==> config.mk <==
export PLATFORM = sky130hd
export DESIGN_NAME = uart_program_loader
export DESIGN_NICKNAME = d
export VERILOG_FILES = /design/src/rtl/uart_program_loader.sv
export SDC_FILE = /design/constraint.sdc
export NUM_CORES = 1
export LEC_CHECK = 0
export ABC_AREA = 1
export CAP_MARGIN = 20
export CORE_MARGIN = 8
export CORE_UTILIZATION = 40
export CTS_BUF_LIST = sky130_fd_sc_hd__clkbuf_8 sky130_fd_sc_hd__clkbuf_16
export DETAILED_ROUTE_END_ITERATION = 7
export PLACE_DENSITY_LB_ADDON = 0.15
export SLEW_MARGIN = 20
export SYNTH_ARGS = -nofsm -noshare
export SYNTH_HDL_FRONTEND = slang
export SYNTH_SLANG_ARGS = --single-unit
==> constraint.sdc <==
create_clock -name clk -period 3 [get_ports clk]
set_input_delay 0.45 -clock clk [delete_from_list [all_inputs] [get_ports clk]]
set_output_delay 0.45 -clock clk [all_outputs]
set_load 0.01 [all_outputs]
### Where the registers sit, run 1

Bar = 20 um. Other sequential cells in the stronger grey, the rest of the logic in the fainter grey.
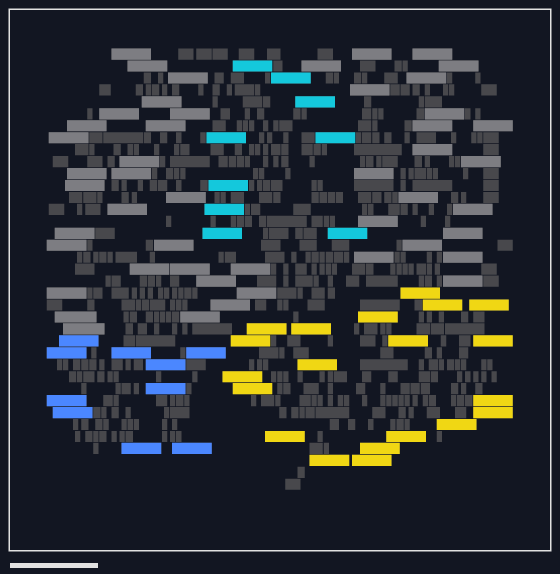
| name in the netlist | colour | placed flops |
|---|---|---|
| count_q | cyan | 9 |
| tick_q | blue | 10 |
| gap_q | yellow | 20 |
register area: 2180 sq um
sequential cell area share: 41.76%

### Nets reached from selected ports, run 1

Bar = 20 um.
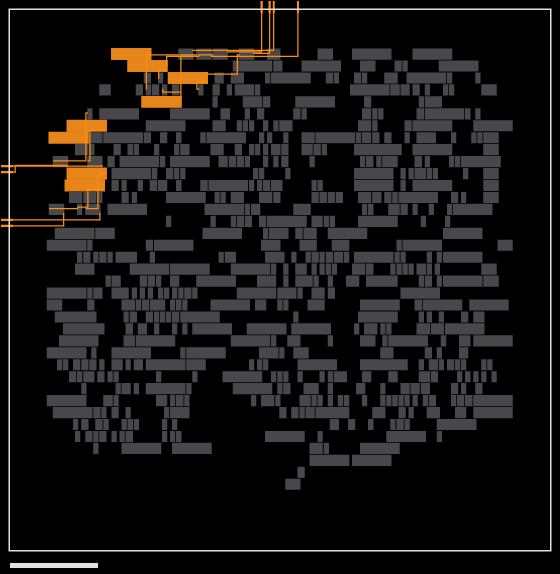
| port | colour | bits | direction | end cells | wire |
|---|---|---|---|---|---|
| ProgrammingData | orange | 8 | output | 8 | 286 um |
IO Port Bufs: 21
I/O pin total: 22

### Clock routing, run 1

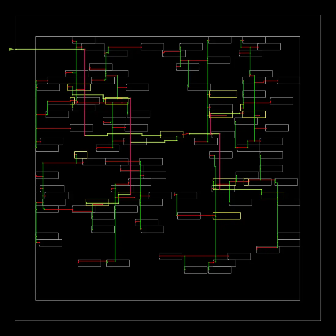
Max Clock Skew: 0.006940 ns
Seq Cell Count: 87
clkbuf count: 10
clock sinks: 87
TritonCTS buffer count: 9

### Close-up of the layout, run 1

Window x 11 to 51, y 72 to 112 um. Cells in grey, sequential cells in the stronger grey; small squares are vias.
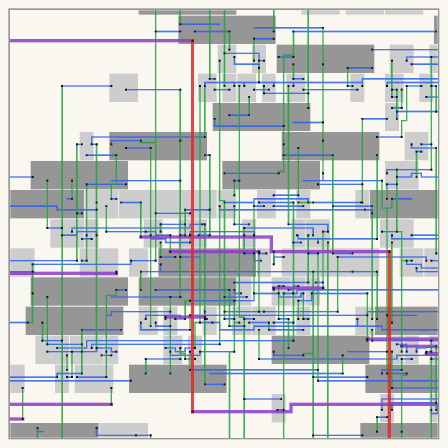
| layer | colour |
|---|---|
| metal 1 | blue |
| metal 3 | purple |
| metal 2 | green |
| metal 4 | red |
most frequent: nand2_1 (21), dfrtp_1 (19), o21ai_0 (9)
sequential cells in the window: 19
cells with their middle in the window: 81

==> results.txt, run 1 <==
Die Height = 122.9 um
Final ANT Viol Nets = 0
Tapcells = 143
status = finished, final reports clean
asr flop ratio synth = 100.0%
DRC = 0
most instantiated logic cells after routing = 122 x nand2_1, 85 x dfrtp_1, 71 x inv_1, 59 x nor2_1, 39 x o21ai_0
Filler Cell Count = 1,146
WL/cell = 12.73 um
normalized max-slew margin = 52.48%
Synth top cells by count = 122 x nand2_1, 85 x dfrtp_1, 71 x inv_1
Lkg Pwr = 2.415 nW
cell row count = 39
metal2 WL = 3998 um
CP required = 3.22 ns
logic area = 2008 sq um
post-layout minimum cycle time = 2.091 ns
count leader, synth = nand2_1
Setup Fix Bufs, Post-CTS = 0
layout cell share with drive strength beyond 1 = 11.85%
Total GRT Usage = 13.08%
max reg flops = 20
placed cell area = 4906 sq um
Final Util = 46.30%
clock power share = 49.4%
top cells by area = dfrtp_1 47%, nand2_1 10%, inv_1 5.8%, nor2_1 4.8%, o21ai_0 4.3%
vias in the first global route = 3,352
internal power = 1.922 mW
Synth cell types = 49
Post-Synthesis Cells = 543
crit end category = flip-flop
kind of critical path = reg -> reg
FP Util = 40.56%
overall power = 2.383 mW
layout net count = 586
CTS root buffer = clkbuf_16
HPWL after DPL = 6576 um
run 1: per-layer routing:
metal	GRT usage (%)	up-vias
met5	0	-
met1	17.90	1632
li1	-	1796
met4	3.884	0
met3	3.470	9
met2	19.91	58
run 1: critical path, cell delays in order, from the launching register on:
cell,delay [ns]
dfrtp_1,0.42
inv_1,0.12
ha_1,0.46
o21ai_0,0.19
a21oi_2,0.28
nand2_4,0.27
nor2_2,0.18
a21oi_2,0.04
run 1: kinds of logic (layout without fill, tap and decap cells):
family                     after synthesis  in the layout  share of synthesized area [%]
AOI/OAI and AO/OA                       83             83                          10.81
xor gates and xnor gates                13             13                          2.490
adders and majority gates               13             13                          3.558
buffers and inverters                   84            115                          8.402
DFF                                     87             87                          47.67
and+or+nand+nor                        263            263                          27.07
### Metal layers overlaid, run 1

Two of the layers only.
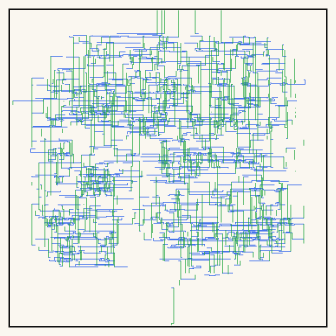

--- run 2 (diff from run 1) ---
==> constraint.sdc (replaced) <==
create_clock -name clk -period 1.8 [get_ports clk]
set_input_delay 0.27 -clock clk [delete_from_list [all_inputs] [get_ports clk]]
set_output_delay 0.27 -clock clk [all_outputs]
set_load 0.01 [all_outputs]
### Metal layers overlaid, run 2

Two of the layers only.
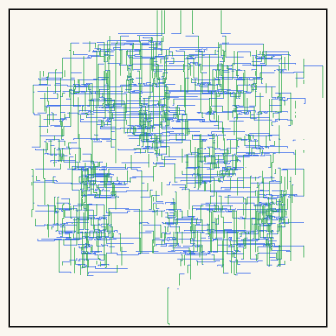
| layer | colour | wire length |
|---|---|---|
| metal 1 | blue | 4,560 um |
| metal 2 | green | 4,160 um |
WL/cell: 12.39 um
Total GRT Usage: 13.32%

### Where the registers sit, run 2

Bar = 20 um. Other sequential cells in the stronger grey, the rest of the logic in the fainter grey.
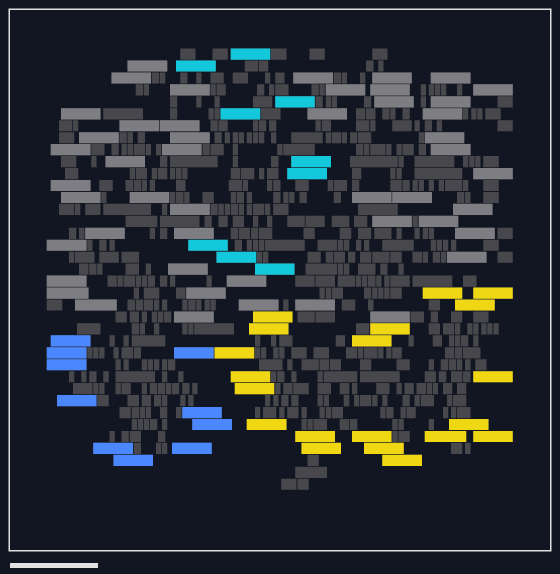
| name in the netlist | colour | placed flops |
|---|---|---|
| count_q | cyan | 9 |
| tick_q | blue | 10 |
| gap_q | yellow | 20 |
register area: 2181 sq um
Final Util: 49.84%
sequential cell power: 1.96 mW

==> results.txt, run 2 <==
clock power share = 53.2% (+3.8 points)
global routing's busiest layer = met2
area fraction in mux cells = 0% (unchanged)
Synth top cells by count = 122 x nand2_1, 85 x dfrtp_1, 71 x inv_1
layout cell share with drive strength beyond 1 = 18.60% (+6.8 points)
clock sinks = 87 (unchanged)
kind of critical path = reg -> reg
layout net count = 613 (+4.6%)
Post-Synthesis Cells = 543 (unchanged)
Final ANT Viol Nets = 0 (unchanged)
top cells by area = dfrtp_1 47%, nand2_1 10%, inv_1 5.8%, nor2_1 4.8%, o21ai_0 4.3%
TritonCTS buffer count = 9 (unchanged)
yosys aoi share = 10.81% (unchanged)
CTS root buffer = clkbuf_16
post-layout minimum cycle time = 1.776 ns (-0.3141 ns)
Filler Cell Count = 1,069 (-6.7%)
max reg flops = 20 (unchanged)
FP Util = 40.56% (unchanged)
IO Port Bufs = 21 (unchanged)
yosys adder share = 3.558% (unchanged)
metal2 WL = 4159 um (+4.0%)
status = finished, final reports clean
normalized max-slew margin = 69.40% (+17 points)
## run 2: cell counts after synthesis
Identical to the previous run, type by type.
## run 2: worst max-delay path, cell delays in order (launching register included)
cell and delay (ns):
dfrtp_1 0.36, ha_2 0.20, nand3_2 0.09, buf_6 0.14
nor4_4 0.38, buf_4 0.19, nand4_1 0.09, xor2_1 0.16
nor2_1 0.05
## run 2: area by class of cell
type | count | area share, %
timing repair buffer | 53 | 9.198
multi-input combinational | 372 | 36.97
clock buffer | 9 | 4.009
sequential | 87 | 38.82
tap | 143 | 3.185
inverter | 74 | 5.234
clock inverter | 7 | 2.584
## run 2: what timing repair did
item / in CTS / in global routing
buffers inserted: 0 / 7
setup endpoints to repair: 0 / 38
gates resized: 0 / 21
Power is estimated from default activity; no workload was simulated.
